<file path="config.mk">
export PLATFORM = sky130hd
export DESIGN_NAME = anton_neopixel_sequencer
export DESIGN_NICKNAME = d
export VERILOG_FILES = /design/src/rtl/anton_neopixel_sequencer.sv
export SDC_FILE = /design/constraint.sdc
export NUM_CORES = 1
export LEC_CHECK = 0
export ABC_AREA = 1
export CAP_MARGIN = 20
export CORE_MARGIN = 3
export CORE_UTILIZATION = 57
export DETAILED_ROUTE_END_ITERATION = 10
export HOLD_SLACK_MARGIN = 0.06
export PLACE_DENSITY = 0.85
export SETUP_SLACK_MARGIN = 0.4
export SLEW_MARGIN = 20
export SYNTH_ARGS = -nofsm -noshare
export SYNTH_HDL_FRONTEND = slang
export SYNTH_SLANG_ARGS = --single-unit
</file>
<file path="constraint.sdc">
create_clock -name clk7mhz -period 3.5 [get_ports clk7mhz]
set_input_delay 0.7 -clock clk7mhz [delete_from_list [all_inputs] [get_ports clk7mhz]]
set_output_delay 0.7 -clock clk7mhz [all_outputs]
set_load 0.01 [all_outputs]
</file>
<file path="src/rtl/anton_neopixel_sequencer.sv">
// NeoPixel frame sequencer: walks pixel/bit/slot indices for a WS2812-style line, then holds a line-low gap between frames.
// Latency: start request seen in IDLE -> TRANSMIT on the next cycle; every output is registered.
// Backpressure: none; regCtrlRun low aborts the current frame and restarts the gap. Optional: ANTON_NEOPIXEL_FRAME_COUNT_EN adds frameCount.

`ifndef CLOG2
`define CLOG2(x) $clog2(x)
`endif
`ifndef BUFFER_END_DEFAULT
`define BUFFER_END_DEFAULT 255
`endif
`ifndef ENUM_STATE_TRANSMIT
`define ENUM_STATE_TRANSMIT 1'b1
`endif
`ifndef ENUM_STATE_RESET
`define ENUM_STATE_RESET 1'b0
`endif

module anton_neopixel_sequencer #(
    parameter int  BUFFER_END  = `BUFFER_END_DEFAULT,
    parameter int  RESET_DELAY = 400,
    localparam int BUFFER_BITS = `CLOG2(BUFFER_END + 1)
) (
    input  logic                   clk7mhz,
    input  logic                   reset,
    input  logic                   regCtrlRun,
    input  logic                   regCtrlLoop,
    input  logic                   regCtrl32bit,
    input  logic                   regCtrlStart,
    input  logic [BUFFER_BITS-1:0] regPixelMax,
    output logic                   state,
    output logic [BUFFER_BITS-1:0] pixelIndex,
    output logic [4:0]             pixelBitIndex,
    output logic [2:0]             bitPatternIndex,
`ifdef ANTON_NEOPIXEL_FRAME_COUNT_EN
    output logic [15:0]            frameCount,
`endif
    output logic                   streamSyncOf
);

    localparam int GAP_BITS = `CLOG2(RESET_DELAY);

    typedef enum logic [1:0] {
        S_GAP  = 2'd0,
        S_IDLE = 2'd1,
        S_TX   = 2'd2
    } fsm_t;

    fsm_t                   fsm_q, fsm_d;
    logic [GAP_BITS-1:0]    gap_q, gap_d;
    logic [BUFFER_BITS-1:0] pix_q, pix_d;
    logic [4:0]             bit_q, bit_d;
    logic [2:0]             slot_q, slot_d;
    logic                   sync_q, sync_d;
    logic                   state_q, state_d;
    logic [BUFFER_BITS-1:0] pix_max_c;
    logic                   last_pix;

    // Clamp the software pixel limit to the buffer and decide whether the current pixel is the frame's last
    always_comb begin
        pix_max_c = (regPixelMax > BUFFER_BITS'(BUFFER_END)) ? BUFFER_BITS'(BUFFER_END) : regPixelMax;
        if (regCtrl32bit) begin
            last_pix = (pix_q[BUFFER_BITS-1:2] == pix_max_c[BUFFER_BITS-1:2]);
        end else begin
            last_pix = (pix_q == pix_max_c);
        end
    end

    // Next-state logic: gap counting, frame start decisions and the slot/bit/pixel walk
    always_comb begin
        fsm_d  = fsm_q;
        gap_d  = gap_q;
        pix_d  = pix_q;
        bit_d  = bit_q;
        slot_d = slot_q;
        sync_d = 1'b0;
        if (!regCtrlRun) begin
            // Abort: the gap always restarts from zero so a full line-low period precedes the next frame
            fsm_d  = S_GAP;
            gap_d  = '0;
            pix_d  = '0;
            bit_d  = 5'd23;
            slot_d = 3'd0;
        end else begin
            case (fsm_q)
                S_GAP: begin
                    if (gap_q == GAP_BITS'(RESET_DELAY - 1)) begin
                        fsm_d  = regCtrlLoop ? S_TX : S_IDLE;
                        pix_d  = '0;
                        bit_d  = 5'd23;
                        slot_d = 3'd0;
                    end else begin
                        gap_d = gap_q + 1'b1;
                    end
                end
                S_IDLE: begin
                    if (regCtrlStart || regCtrlLoop) begin
                        fsm_d  = S_TX;
                        pix_d  = '0;
                        bit_d  = 5'd23;
                        slot_d = 3'd0;
                    end
                end
                S_TX: begin
                    slot_d = slot_q + 3'd1;
                    // Raise the pulse one cycle early so the registered flag lines up with the final slot
                    sync_d = (slot_q == 3'd6) && (bit_q == 5'd0) && last_pix;
                    if (slot_q == 3'd7) begin
                        if (bit_q == 5'd0) begin
                            bit_d = 5'd23;
                            if (last_pix) begin
                                fsm_d = S_GAP;
                                gap_d = '0;
                                pix_d = '0;
                            end else begin
                                pix_d = pix_q + (regCtrl32bit ? BUFFER_BITS'(4) : BUFFER_BITS'(1));
                            end
                        end else begin
                            bit_d = bit_q - 5'd1;
                        end
                    end
                end
                default: begin
                    fsm_d  = S_GAP;
                    gap_d  = '0;
                    pix_d  = '0;
                    bit_d  = 5'd23;
                    slot_d = 3'd0;
                end
            endcase
        end
        state_d = (fsm_d == S_TX) ? `ENUM_STATE_TRANSMIT : `ENUM_STATE_RESET;
    end

    // State registers; reset wins over every control input
    always_ff @(posedge clk7mhz) begin
        if (reset) begin
            fsm_q   <= S_GAP;
            gap_q   <= '0;
            pix_q   <= '0;
            bit_q   <= 5'd23;
            slot_q  <= 3'd0;
            sync_q  <= 1'b0;
            state_q <= `ENUM_STATE_RESET;
        end else begin
            fsm_q   <= fsm_d;
            gap_q   <= gap_d;
            pix_q   <= pix_d;
            bit_q   <= bit_d;
            slot_q  <= slot_d;
            sync_q  <= sync_d;
            state_q <= state_d;
        end
    end

    assign state           = state_q;
    assign pixelIndex      = pix_q;
    assign pixelBitIndex   = bit_q;
    assign bitPatternIndex = slot_q;
    assign streamSyncOf    = sync_q;

`ifdef ANTON_NEOPIXEL_FRAME_COUNT_EN
    logic [15:0] fc_q, fc_d;

    // Completed-frame counter, bumped once per end-of-frame pulse and wrapping at 16 bits
    always_comb begin
        fc_d = fc_q + {15'd0, sync_q};
    end

    // Frame counter register
    always_ff @(posedge clk7mhz) begin
        if (reset) begin
            fc_q <= '0;
        end else begin
            fc_q <= fc_d;
        end
    end

    assign frameCount = fc_q;
`endif

endmodule

</file>
### Where the registers sit, run 1

Scale: 6 px per µm.
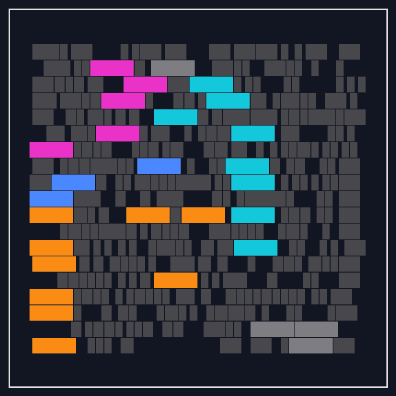
color	signal	flops
blue	`bitPatternIndex`	3
cyan	`pixelIndex`	8
magenta	`pixelBitIndex`	5
orange	`gap_q`	9
not colored	4
FF+latch area: 581 µm²
sequential power: 0.332 mW
register fraction of the total cell area: 25.8%

### Metal 2, run 1

Scale: 6 px per µm.
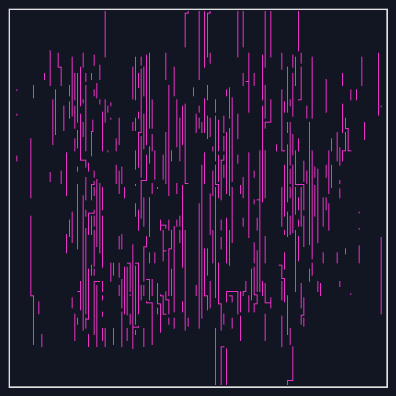
longest straight run	25.5 µm
share of all routed wire	44%
routed wire length: 3.86 mm
number of vias in the routed layout: 1,795
GR Layer Usage met2: 34.2%

### PDN straps and rails, run 1

Scale: 6 px per µm. Pins as bars on the die edge.
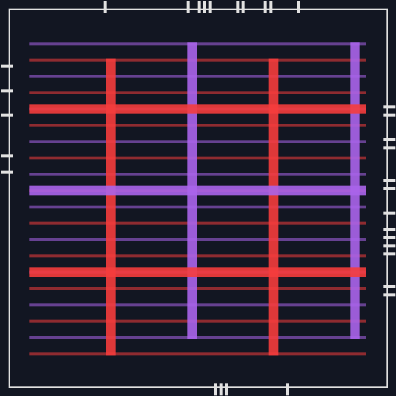
color	net
red	VSS
purple	VDD
met4 straps	4
met1 rails	20
signal pins	32
rows	19
met5 straps	3

### Cell density map, run 1

Scale: 6 px per µm. 6 x 6 tiles, from black (low) to pale yellow (high), 0 to 100% covered.
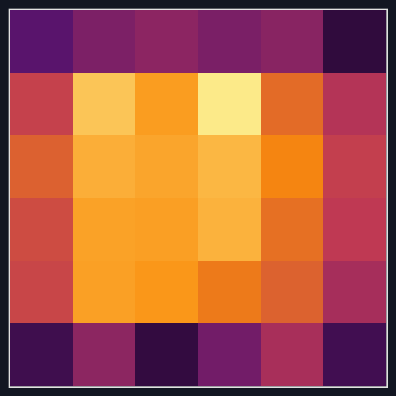
tiles over 75% full	31%
fullest tile	96%
mean over tiles	56%
densest ninth of the die	middle

==> run 1: through the flow <==
stage                     setup WS, ps  instances
after floorplan                   1760        288
after global placement            1140        359
final                             1440        367
after detailed placement          1090        359
after CTS                         1440        367
after global routing              1320        367
==> run 1: flip-flops by register name, summed over array words and instances (netlist names) <==
signal,flops
pixelBitIndex,5
bitPatternIndex,3
pixelIndex,8
state,1
streamSyncOf,1
fsm_q,2
gap_q,9
==> run 1: metal layers <==
layer | share of wire (%) | GRT usage, %
met5 | 0 | 0
met4 | 0.49 | 6.61
met3 | 5.2 | 4.50
met2 | 44 | 34.2
met1 | 50 | 28.4
==> run 1: worst min-delay path: stages, from the launching register on <==
cell and delay, ps:
sky130_fd_sc_hd__dfxtp_1 330, sky130_fd_sc_hd__nand2_1 60, sky130_fd_sc_hd__nand3_1 60
==> run 1: path summary, 6_finish.rpt <==
kind	endpoint	slack [ps]	depth (start not counted)
worst max register to register	gap_q[2]	1770	9
worst max-delay path	pixelIndex[3]	1440	1
worst min register to register	pixelBitIndex[0]	500	2
worst min-delay path	pixelBitIndex[0]	500	2
==> run 1: report_power, final <==
group | switching (mW) | internal [mW] | leakage (nW)
Clock | 0.118 | 0.0756 | 0.0310
Sequential | 0.00105 | 0.331 | 0.234
Combinational | 0.0199 | 0.0208 | 0.773
Total | 0.139 | 0.427 | 1.04
==> run 1: kinds of logic after synthesis <==
group	Yosys count	share of synthesized area, %
adder cells (fa/ha/maj)	9	6.14
buffers and inverters	52	10.6
AND-OR/OR-AND	29	9.61
flip-flops	29	31.6
XOR/XNOR	5	2.39
AND/OR/NAND/NOR	164	39.6
==> run 1: cells in the final DEF, fill, tap and decap left out, types with 2 or more instances in the layout <==
cell type,Yosys,layout
sky130_fd_sc_hd__a21oi_1,11,11
sky130_fd_sc_hd__clkbuf_4,0,5
sky130_fd_sc_hd__clkdlybuf4s50_1,0,31
sky130_fd_sc_hd__clkinv_2,0,2
sky130_fd_sc_hd__dfxtp_1,29,29
sky130_fd_sc_hd__ha_1,9,9
sky130_fd_sc_hd__inv_1,45,45
sky130_fd_sc_hd__inv_2,5,5
sky130_fd_sc_hd__nand2_1,89,89
sky130_fd_sc_hd__nand2_2,3,3
sky130_fd_sc_hd__nand3_1,26,26
sky130_fd_sc_hd__nand3_2,2,2
sky130_fd_sc_hd__nand4_1,6,6
sky130_fd_sc_hd__nor2_1,26,26
sky130_fd_sc_hd__nor2_2,2,2
sky130_fd_sc_hd__nor2_4,2,2
sky130_fd_sc_hd__nor3_1,3,3
sky130_fd_sc_hd__o21ai_0,12,12
sky130_fd_sc_hd__o21ai_1,2,2
sky130_fd_sc_hd__xnor2_1,2,2
sky130_fd_sc_hd__xor2_1,3,3
==> run 1: final cells by class <==
cell class	count	area (µm²)	area share, %
sequential	29	581	25.8
timing repair buffer	31	310	13.8
multi-input combinational	207	1060	47.2
clock buffer	5	37.5	1.67
inverter	50	188	8.36
tap	42	52.6	2.34
clock inverter	3	17.5	0.780
==> qor.json, run 1 <==
{
  "outcome": {
    "run_status": "finished, final reports clean"
  },
  "layout": {
    "final.fill_count": 245,
    "antenna_cells": 0,
    "layout.cell_area.non_filler_um2": 2250,
    "fin_util_pct": 77.4,
    "flow.area_growth_from_synthesis_pct": 22.4,
    "nNetsFinal": 347
  },
  "synth": {
    "number_of_instances_in_the_synthesized_netlist": 288,
    "synth-warning-count": 0,
    "synth.lib_cells_used.distinct": 28,
    "top_cell": "sky130_fd_sc_hd__nand2_1",
    "yosys.area.top_type_share_pct": 31.6,
    "yosys.stat.seqShare_pct": 31.6,
    "flip_flop_and_latch_count_after_synthesis": 29,
    "synth.cells.most_frequent": "89 x sky130_fd_sc_hd__nand2_1, 45 x sky130_fd_sc_hd__inv_1, 29 x sky130_fd_sc_hd__dfxtp_1",
    "summed_standard_cell_area_reported_by_yosys_um2": 1840,
    "postSynthNetCount": 311,
    "dominant_synthesized_flop_cell": "sky130_fd_sc_hd__dfxtp_1",
    "avgSynthCellArea_um2": 6.37,
    "synthesis.area_um2": 1840,
    "synth-async-reset-ratio_pct": 0,
    "synth-edff-count": 0
  },
  "worst_setup_path": {
    "worst_path_largest_cell_delay_ps": 580,
    "startpoint_types": "register",
    "critical_path_peak_fanout": 7,
    "timing.critical_path.buf_inv": 1,
    "worstSetupStartpoint": "pixelIndex[3]",
    "cp_top_family": "buffers and inverters",
    "critical_path_class": "register to output port",
    "critical_r2r_launch": "bitPatternIndex[0]",
    "critical-path-slowest-cell": "sky130_fd_sc_hd__clkdlybuf4s50_1"
  },
  "final_timing": {
    "slew_headroom_pct": 63.5,
    "finalCritPeriodShare_pct": 58.9,
    "report.final.setup_viol": 0,
    "tns_ps": 0,
    "finalHoldViolations": 0,
    "slew_viol_final": 0,
    "worst-slew-pin-transition_ps": 546,
    "fmaxAchievable_mhz": 485,
    "period_minus_slack_ps": 2060
  },
  "global_routing": {
    "leftover_overflow_at_the_end_of_global_routing": 0,
    "initial_antenna_violation_count": 0,
    "grt_util_all_layers_pct": 21.3,
    "grt_pass1_wl_mm": 6.97
  },
  "clock_network": {
    "h_tree_depth": 2,
    "ctsRootBufferMaster": "sky130_fd_sc_hd__clkbuf_4",
    "cts_sinks": 29,
    "cts_inserted_buffers": 5,
    "cts.hold.buffers_added": 0,
    "clkLatencyLatePin_ps": 330,
    "worst_setup_hold_path_clk_slew_ps": 100,
    "tritoncts_clock_tree": "built",
    "post_cts_resize_count": 0
  },
  "route": {
    "first_iter_violations": 105,
    "wl_per_cell_um": 10.5,
    "drt_drc_violations_left": 0,
    "ant_nets": 0
  },
  "floorplan": {
    "die_width_um": 62.7,
    "core-area_um2": 2900,
    "core_util_floorplan_pct": 63.3,
    "std_cell_rows": 19,
    "die_area_um2": 3940,
    "die_h_um": 62.7
  },
  "power_and_ir_drop": {
    "ir_worst_vdd_uv": 233,
    "p_total_mw": 0.566
  },
  "placed_design": {
    "gpl.final_weighted_congestion": 0.874,
    "place.detailed.hpwl_mm": 3.00
  },
  "worst_hold_path": {
    "hp-start": "pixelBitIndex[0]"
  }
}
==> run 2: changes to the inputs <==
- CORE_UTILIZATION: 57 -> 53
- PLACE_DENSITY: 0.85 -> 0.8
- clock period: 3.5 -> 2.1 ns (I/O delays scaled with it)
### The clock network, run 2

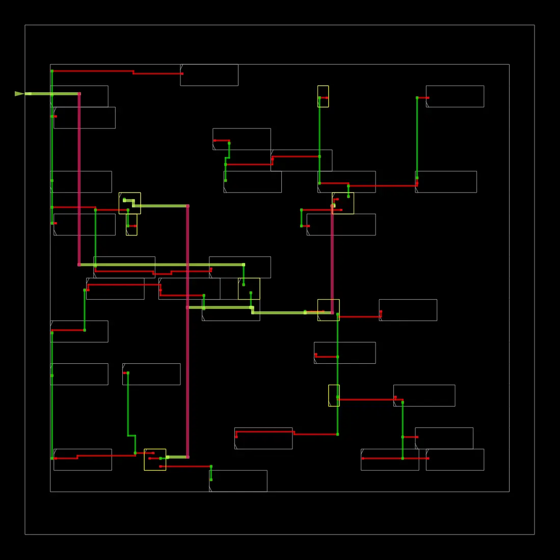
power in the clock group: 0.329 mW
count of clock-net buffers in the final layout: 8

### PDN straps and rails, run 2

Scale: 6 px per µm. Pins as bars on the die edge.
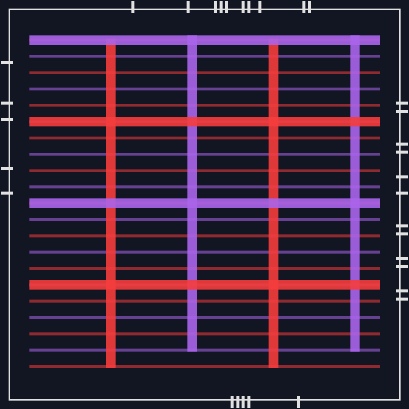
color	net
red	VSS
purple	VDD
met4 straps	4
met1 rails	21
met5 straps	4
rows	20

==> qor.json, run 2 <==
{
  "final_timing": {
    "fmaxAchievable_mhz": 601,
    "report.final.setup_viol": {"value": 0, "change": "unchanged"},
    "finalHoldViolations": {"value": 0, "change": "unchanged"},
    "slew_viol_final": {"value": 0, "change": "unchanged"},
    "slew_headroom": {"value": 81.5, "unit": "%", "change": "was 63.5%"},
    "final.hold.worst_slack": {"value": 485, "unit": "ps", "change": "was 501 ps"},
    "rsz0062_at_grt": {"value": "true", "change": "was false"},
    "finalCritPeriodShare_pct": 79.2,
    "worst-slew-pin-transition": {"value": 277, "unit": "ps", "change": "was 546 ps"},
    "period_minus_slack_ps": 1660,
    "tns": {"value": 0, "unit": "ps", "change": "unchanged"}
  },
  "worst_hold_path": {
    "hp-start": {"value": "gap_q[0]", "change": "was pixelBitIndex[0]"},
    "timing.hold.worst_path_depth": {"value": 2, "change": "unchanged"},
    "whs_endpoint": {"value": "gap_q[0]", "change": "was pixelBitIndex[0]"}
  },
  "layout": {
    "fin_util": {"value": 73.9, "unit": "%", "change": "was 77.4%"},
    "most_numerous_logic_cell_after_layout": {"value": "sky130_fd_sc_hd__nand2_1", "change": "unchanged"},
    "top_register": {"value": "gap_q", "change": "unchanged"},
    "flow.area_growth_from_synthesis": {"value": 27.9, "unit": "%", "change": "was 22.4%"},
    "antenna_cells": {"value": 0, "change": "unchanged"},
    "flip_flop_count_of_the_largest_register_all_copies_and_words_added": {"value": 9, "change": "unchanged"},
    "nNetsFinal": {"value": 352, "change": "was 347"},
    "lay_top_cells": {"value": "85 x sky130_fd_sc_hd__nand2_1, 43 x sky130_fd_sc_hd__inv_1, 26 x sky130_fd_sc_hd__nand3_1", "change": "was 89 x sky130_fd_sc_hd__nand2_1, 45 x sky130_fd_sc_hd__inv_1, 31 x sky130_fd_sc_hd__clkdlybuf4s50_1"}
  },
  "worst_setup_path": {
    "critical_r2r_launch": {"value": "pixelBitIndex[0]", "change": "was bitPatternIndex[0]"},
    "r2r.worst_path.cells": {"value": 9, "change": "unchanged"},
    "critical-path-slowest-cell": {"value": "sky130_fd_sc_hd__clkdlybuf4s50_1", "change": "unchanged"},
    "path_cells": {"value": "clkdlybuf4s50_1", "change": "unchanged"},
    "critical_path_peak_fanout": {"value": 3, "change": "was 7"},
    "timing.critical_path.depth": {"value": 1, "change": "unchanged"},
    "crit_arrival": {"value": 1240, "unit": "ps", "change": "was 1360 ps"},
    "startpoint_types": {"value": "register", "change": "unchanged"},
    "rrSetupSlack": {"value": 500, "unit": "ps", "change": "was 1770 ps"},
    "timing.critical_path.buf_inv": {"value": 1, "change": "unchanged"},
    "critical_path_class": {"value": "register to output port", "change": "unchanged"},
    "capturing_point_of_the_worst_reg2reg_path": {"value": "gap_q[6]", "change": "was gap_q[2]"},
    "worst_path_largest_cell_delay": {"value": 550, "unit": "ps", "change": "was 580 ps"},
    "cp_top_family": {"value": "buffers and inverters", "change": "unchanged"}
  },
  "floorplan": {
    "core-area": {"value": 3180, "unit": "µm²", "change": "was 2900 µm²"},
    "die_area": {"value": 4210, "unit": "µm²", "change": "was 3940 µm²"},
    "core_util_floorplan": {"value": 57.8, "unit": "%", "change": "was 63.3%"},
    "die_h": {"value": 64.9, "unit": "µm", "change": "was 62.7 µm"},
    "die_width": {"value": 64.9, "unit": "µm", "change": "was 62.7 µm"},
    "boundaryPins": {"value": 32, "change": "unchanged"},
    "std_cell_rows": {"value": 20, "change": "was 19"}
  },
  "synth": {
    "library_cell_with_the_largest_summed_area_after_synthesis": {"value": "sky130_fd_sc_hd__dfxtp_1", "change": "unchanged"},
    "synth-edff-count": {"value": 0, "change": "unchanged"},
    "dominant_synthesized_flop_cell": {"value": "sky130_fd_sc_hd__dfxtp_1", "change": "unchanged"},
    "synth-warning-count": {"value": 0, "change": "unchanged"},
    "yosys.area.top_type_share": {"value": 31.6, "unit": "%", "change": "unchanged"},
    "postSynthNetCount": {"value": 311, "change": "unchanged"},
    "avgSynthCellArea": {"value": 6.37, "unit": "µm²", "change": "unchanged"},
    "flip_flop_and_latch_count_after_synthesis": {"value": 29, "change": "unchanged"},
    "synth.lib_cells_used.distinct": {"value": 28, "change": "unchanged"},
    "synthesis.area": {"value": 1840, "unit": "µm²", "change": "unchanged"},
    "yosys.stat.seqShare": {"value": 31.6, "unit": "%", "change": "unchanged"},
    "synth.cells.most_frequent": {"value": "89 x sky130_fd_sc_hd__nand2_1, 45 x sky130_fd_sc_hd__inv_1, 29 x sky130_fd_sc_hd__dfxtp_1", "change": "unchanged"},
    "synth-async-reset-ratio": {"value": 0, "unit": "%", "change": "unchanged"},
    "summed_standard_cell_area_reported_by_yosys": {"value": 1840, "unit": "µm²", "change": "unchanged"},
    "area_leaders": {"value": "sky130_fd_sc_hd__dfxtp_1 32%, sky130_fd_sc_hd__nand2_1 18%, sky130_fd_sc_hd__inv_1 9.2%", "change": "unchanged"},
    "top_cell": {"value": "sky130_fd_sc_hd__nand2_1", "change": "unchanged"},
    "number_of_instances_in_the_synthesized_netlist": {"value": 288, "change": "unchanged"}
  },
  "route": {
    "wl_per_cell": {"value": 10.8, "unit": "µm", "change": "was 10.5 µm"},
    "number_of_vias_in_the_routed_layout": {"value": 1865, "change": "was 1,795"},
    "first_iter_violations": {"value": 83, "change": "was 105"},
    "route.layer.met1.wl": {"value": 1.94, "unit": "mm", "change": "was 1.93 mm"},
    "detail_route.first_pass.iterations": {"value": 4, "change": "unchanged"},
    "highest_metal_layer_with_signal_wires": {"value": "met4", "change": "unchanged"},
    "route.final.wire_length": {"value": 4.05, "unit": "mm", "change": "was 3.86 mm"},
    "route.met2.wl": {"value": 1.85, "unit": "mm", "change": "was 1.72 mm"},
    "wl_met3": {"value": 195, "unit": "µm", "change": "was 199 µm"},
    "drt_drc_violations_left": {"value": 0, "change": "unchanged"},
    "ant_nets": {"value": 0, "change": "unchanged"}
  },
  "global_routing": {
    "initial_antenna_violation_count": {"value": 0, "change": "unchanged"},
    "grt_pass1_vias": {"value": 1697, "change": "was 1,679"},
    "maximum_number_of_pins_on_one_net_before_global_route_repair": {"value": 14, "change": "was 15"},
    "leftover_overflow_at_the_end_of_global_routing": {"value": 0, "change": "unchanged"},
    "grt_pass1_wl": {"value": 7.11, "unit": "mm", "change": "was 6.97 mm"},
    "grt_util_all_layers": {"value": 21.2, "unit": "%", "change": "was 21.3%"}
  },
  "clock_network": {
    "cts_buffer_depth": {"value": 2, "change": "unchanged"},
    "cts_inserted_buffers": {"value": 5, "change": "unchanged"},
    "tritoncts_clock_tree": {"value": "built", "change": "unchanged"},
    "worst_setup_hold_path_clk_slew": {"value": 90, "unit": "ps", "change": "was 100 ps"},
    "ctsRootBufferMaster": {"value": "sky130_fd_sc_hd__clkbuf_4", "change": "unchanged"},
    "clkLatencyLatePin": {"value": 330, "unit": "ps", "change": "about the same"},
    "h_tree_depth": {"value": 2, "change": "unchanged"},
    "cts_sinks": {"value": 29, "change": "unchanged"}
  },
  "flow_run": {
    "number_of_warnings_in_the_stage_logs": {"value": 30, "change": "was 28"}
  },
  "power_and_ir_drop": {
    "ir_worst_vdd": {"value": 388, "unit": "µV", "change": "was 233 µV"},
    "power.leakage": {"value": 1.18, "unit": "nW", "change": "was 1.04 nW"}
  },
  "placed_design": {
    "place.detailed.hpwl": {"value": 3.00, "unit": "mm", "change": "about the same"},
    "gpl.final_weighted_congestion": {"value": 0.799, "change": "was 0.874"}
  },
  "outcome": {
    "run_status": {"value": "finished, final reports clean", "change": "unchanged"}
  }
}
run 2: layer usage:
layer,vias to the layer above,track usage [%]
met5,-,0
met4,0,8.71
li1,991,-
met2,43,35.6
met1,824,26.3
met3,7,4.33
run 2: how the worst max path moves through the flow:
stage,endpoint,slack [ps],startpoint
detailed placement,pixelIndex[5],80,regCtrl32bit
global route,gap_q[1],370,pixelBitIndex[1]
finish,pixelBitIndex[0],440,pixelBitIndex[0]
CTS,pixelIndex[3],390,pixelIndex[3]
global placement,pixelIndex[5],120,regCtrl32bit
floorplan,gap_q[7],580,bitPatternIndex[0]
run 2: timing repair:
action                                 4_1_cts  5_1_grt
setup endpoints to repair                   13       33
buffers inserted                             0        0
hold buffers                                 0        0
gates resized                               14       28
endpoints found under the hold margin        0        0
gates cloned                                 0        2
pin swaps                                    0        6
run 2: stage by stage:
step | power (mW) | std cells | cell area, µm² | setup WS (ps)
floorplan | 0.601 | 288 | 1840 | 584
global route | 0.998 | 374 | 2350 | 371
finish | 0.958 | 374 | 2350 | 437
CTS | 0.966 | 372 | 2270 | 391
detailed placement | 0.638 | 364 | 2220 | 84.6
global placement | 0.637 | 364 | 2220 | 117
run 2: worst register-to-register path, cell delays in order, from the launching register on:
cell and delay, ps:
sky130_fd_sc_hd__dfxtp_1 340, sky130_fd_sc_hd__inv_2 80, sky130_fd_sc_hd__ha_1 170, sky130_fd_sc_hd__nand3_2 120, sky130_fd_sc_hd__o21ai_4 240, sky130_fd_sc_hd__inv_2 70, sky130_fd_sc_hd__nor2_4 210, sky130_fd_sc_hd__nand2_2 130
sky130_fd_sc_hd__nand2_1 80, sky130_fd_sc_hd__a21oi_1 50
run 2: power breakdown:
part / switching, mW / total (mW) / internal (mW)
Sequential: 0.00164 / 0.552 / 0.550
Combinational: 0.0381 / 0.0763 / 0.0382
Clock: 0.196 / 0.329 / 0.133
run 2: cells by family after synthesis:
logic type,share of synthesized area [%]
AND-OR/OR-AND,9.61
XOR/XNOR,2.39
adder cells (fa/ha/maj),6.14
buffers and inverters,10.6
flip-flops,31.6
AND/OR/NAND/NOR,39.6
run 2: final cells by class:
type                            instances  area, µm²
Timing Repair Buffer                   34        347
Multi-Input combinational cell        209       1110
Tap cell                               44       55.1
Inverter                               50        188
Clock buffer                            8       48.8
Sequential cell                        29        597
Fill cell                             290        830
==> run 3: changes to the inputs <==
- clock period: 2.1 -> 1.65 ns (I/O delays scaled with it)
### PDN straps and rails, run 3

Scale: 6 px per µm. Pins as bars on the die edge.
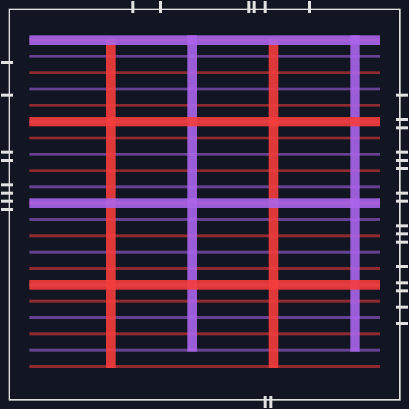
color	net
purple	VDD
red	VSS
met5 straps	4
rows	20
signal pins	32
met1 rails	21

### Where the registers sit, run 3

Scale: 6 px per µm.
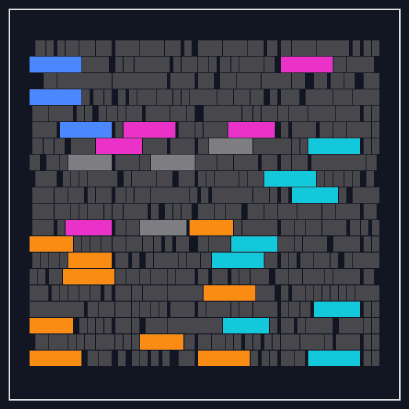
color	signal	flops
orange	`gap_q`	9
blue	`bitPatternIndex`	3
magenta	`pixelBitIndex`	5
cyan	`pixelIndex`	8

==> qor.json, run 3 <==
{
  "final_timing": {
    "report.final.setup_viol": {"value": 8, "change": "was 0"},
    "slew_viol_final": {"value": 0, "change": "unchanged"},
    "final.hold.worst_slack": {"value": 513, "unit": "ps", "change": "was 485 ps"},
    "setup_ws": {"value": -83.4, "unit": "ps", "change": "was 437 ps"},
    "finalCritPeriodShare_pct": 105,
    "finalHoldViolations": {"value": 0, "change": "unchanged"},
    "rsz0062_at_grt": {"value": "true", "change": "unchanged"}
  },
  "synth": {
    "library_cell_with_the_largest_summed_area_after_synthesis": {"value": "sky130_fd_sc_hd__dfxtp_1", "change": "unchanged"},
    "yosys.stat.seqShare": {"value": 31.6, "unit": "%", "change": "unchanged"},
    "synth-edff-count": {"value": 0, "change": "unchanged"},
    "synth.cells.most_frequent": {"value": "89 x sky130_fd_sc_hd__nand2_1, 45 x sky130_fd_sc_hd__inv_1, 29 x sky130_fd_sc_hd__dfxtp_1", "change": "unchanged"},
    "avgSynthCellArea": {"value": 6.37, "unit": "µm²", "change": "unchanged"},
    "top_cell": {"value": "sky130_fd_sc_hd__nand2_1", "change": "unchanged"},
    "dominant_synthesized_flop_cell": {"value": "sky130_fd_sc_hd__dfxtp_1", "change": "unchanged"},
    "synth-async-reset-ratio": {"value": 0, "unit": "%", "change": "unchanged"},
    "yosys.area.top_type_share": {"value": 31.6, "unit": "%", "change": "unchanged"},
    "flip_flop_and_latch_count_after_synthesis": {"value": 29, "change": "unchanged"},
    "number_of_instances_in_the_synthesized_netlist": {"value": 288, "change": "unchanged"},
    "synthesis.area": {"value": 1840, "unit": "µm²", "change": "unchanged"},
    "postSynthNetCount": {"value": 311, "change": "unchanged"},
    "summed_standard_cell_area_reported_by_yosys": {"value": 1840, "unit": "µm²", "change": "unchanged"},
    "area_leaders": {"value": "sky130_fd_sc_hd__dfxtp_1 32%, sky130_fd_sc_hd__nand2_1 18%, sky130_fd_sc_hd__inv_1 9.2%", "change": "unchanged"}
  },
  "placed_design": {
    "place.detailed.hpwl": {"value": 3.47, "unit": "mm", "change": "was 3.00 mm"},
    "gpl.final_weighted_congestion": {"value": 0.864, "change": "was 0.799"},
    "postPlaceCellArea": {"value": 2410, "unit": "µm²", "change": "was 2220 µm²"}
  },
  "power_and_ir_drop": {
    "power.leakage": {"value": 1.47, "unit": "nW", "change": "was 1.18 nW"},
    "sequentialPowerShare": {"value": 50.6, "unit": "%", "change": "was 57.6%"},
    "power.combinational.fraction": {"value": 10.4, "unit": "%", "change": "was 8.0%"},
    "power.share.clock": {"value": 38.9, "unit": "%", "change": "was 34.4%"},
    "p_sw_share": {"value": 26.7, "unit": "%", "change": "was 24.6%"},
    "internal_power": {"value": 0.992, "unit": "mW", "change": "was 0.722 mW"}
  },
  "route": {
    "first_iter_violations": {"value": 353, "change": "was 83"},
    "ant_nets": {"value": 0, "change": "unchanged"},
    "detail_route.first_pass.iterations": {"value": 6, "change": "was 4"},
    "highest_metal_layer_with_signal_wires": {"value": "met4", "change": "unchanged"},
    "number_of_vias_in_the_routed_layout": {"value": 2639, "change": "was 1,865"},
    "wl_met3": {"value": 922, "unit": "µm", "change": "was 195 µm"},
    "route.final.wire_length": {"value": 8.67, "unit": "mm", "change": "was 4.05 mm"},
    "route.layer.met1.wl": {"value": 2.89, "unit": "mm", "change": "was 1.94 mm"},
    "wl_per_cell": {"value": 20.7, "unit": "µm", "change": "was 10.8 µm"}
  },
  "outcome": {
    "failed_checks": "negative setup slack",
    "run_status": {"value": "complete, but fails checks", "change": "was finished, final reports clean"}
  },
  "clock_network": {
    "tritoncts_clock_tree": {"value": "built", "change": "unchanged"},
    "cts_sinks": {"value": 29, "change": "unchanged"},
    "cts_inserted_buffers": {"value": 5, "change": "unchanged"},
    "worst_setup_hold_path_clk_slew": {"value": 100, "unit": "ps", "change": "was 90 ps"},
    "clkLatencyLatePin": {"value": 340, "unit": "ps", "change": "was 330 ps"},
    "h_tree_depth": {"value": 2, "change": "unchanged"},
    "cts.hold.buffers_added": {"value": 0, "change": "unchanged"},
    "ctsRootBufferMaster": {"value": "sky130_fd_sc_hd__clkbuf_4", "change": "unchanged"}
  },
  "worst_setup_path": {
    "startpoint_types": {"value": "register", "change": "unchanged"},
    "crit_arrival": {"value": 2000, "unit": "ps", "change": "was 1240 ps"},
    "rrSetupSlack": {"value": -80, "unit": "ps", "change": "was 500 ps"},
    "critical_path_peak_fanout": {"value": 7, "change": "was 3"},
    "critical_path_class": {"value": "register to register", "change": "was register to output port"}
  },
  "layout": {
    "nNetsFinal": {"value": 396, "change": "was 352"},
    "lay_top_cells": {"value": "70 x sky130_fd_sc_hd__nand2_1, 34 x sky130_fd_sc_hd__buf_4, 33 x sky130_fd_sc_hd__inv_1", "change": "was 85 x sky130_fd_sc_hd__nand2_1, 43 x sky130_fd_sc_hd__inv_1, 26 x sky130_fd_sc_hd__nand3_1"},
    "flip_flop_count_of_the_largest_register_all_copies_and_words_added": {"value": 9, "change": "unchanged"},
    "layout.cell_area.non_filler": {"value": 3000, "unit": "µm²", "change": "was 2350 µm²"},
    "top_register": {"value": "gap_q", "change": "unchanged"},
    "flow.area_growth_from_synthesis": {"value": 63.7, "unit": "%", "change": "was 27.9%"}
  },
  "floorplan": {
    "core-area": {"value": 3180, "unit": "µm²", "change": "unchanged"},
    "die_width": {"value": 64.9, "unit": "µm", "change": "unchanged"},
    "core_util_floorplan": {"value": 57.8, "unit": "%", "change": "unchanged"},
    "die_area": {"value": 4210, "unit": "µm²", "change": "unchanged"}
  },
  "flow_run": {
    "number_of_warnings_in_the_stage_logs": {"value": 33, "change": "was 30"}
  },
  "global_routing": {
    "grt_util_all_layers": {"value": 29.4, "unit": "%", "change": "was 21.2%"},
    "initial_antenna_violation_count": {"value": 0, "change": "unchanged"}
  }
}
==> run 3: cell counts after synthesis <==
Identical to the previous run, type by type.
==> run 3: power by group through the flow <==
stage | clock (mW) | sequential, mW | combinational, mW
after floorplan | 0 | 0.715 | 0.0474
after CTS | 0.523 | 0.689 | 0.113
after global placement | 0 | 0.715 | 0.102
after detailed placement | 0 | 0.715 | 0.106
after global routing | 0.558 | 0.685 | 0.146
final | 0.526 | 0.685 | 0.141
==> run 3: logic make-up (layout without fill, tap and decap cells) <==
family                   Yosys count  count (layout)  synth area share (%)
AND-OR/OR-AND                     29              30                  9.61
XOR/XNOR                           5               5                  2.39
adder cells (fa/ha/maj)            9               9                  6.14
buffers and inverters             52             136                  10.6
flip-flops                        29              29                  31.6
AND/OR/NAND/NOR                  164             165                  39.6
==> run 3: worst max-delay path: stages (launching register included) <==
cell and delay (ps):
sky130_fd_sc_hd__dfxtp_1 480, sky130_fd_sc_hd__inv_1 130, sky130_fd_sc_hd__nor2_4 150, sky130_fd_sc_hd__nand2_1 100
sky130_fd_sc_hd__nand2_2 130, sky130_fd_sc_hd__nand3_4 160, sky130_fd_sc_hd__o21ai_1 220, sky130_fd_sc_hd__nand2_1 110
sky130_fd_sc_hd__nor2_1 170
==> run 3: final timing paths <==
check | end | cells after the start | start
min reg2reg | pixelIndex[0] | 2 | pixelIndex[0]
min | pixelIndex[0] | 2 | pixelIndex[0]
max reg2reg | pixelIndex[4] | 8 | gap_q[3]
max | pixelIndex[4] | 8 | gap_q[3]
==> run 3: area by class of cell <==
type	instances	area, µm²
multi-input combinational	209	1340
timing repair buffer	78	703
sequential	29	639
inverter	50	200
fill	104	174
clock buffer	7	65.1
tap	44	55.1
clock inverter	1	5.00
==> run 3: repair_timing <==
| item | CTS | global route |
|---|---|---|
| resized | 106 | 72 |
| pin swaps | 9 | 28 |
| setup buffers | 19 | 16 |
| cloned | 2 | 0 |
| setup endpoints to repair | 46 | 42 |
==> run 3: layer usage <==
layer	GRT usage [%]	vias to the layer above
met5	0	-
met4	14.2	0
met3	4.85	110
met2	51.7	267
met1	34.3	1176
li1	-	1086
==> run 3: per-stage QoR <==
| stage | std cells | setup TNS (ps) | setup WS, ps | utilization [%] |
|---|---|---|---|---|
| finish | 418 | -275 | -83.4 | 94.5 |
| global route | 418 | -1310 | -182 | 94.5 |
| CTS | 402 | 0 | 164 | 85.5 |
| detailed placement | 373 | -3630 | -238 | 75.7 |
| global placement | 373 | -2850 | -181 | 75.7 |
| floorplan | 288 | 0 | 262 | - |
Power is estimated from default activity; no workload was simulated.
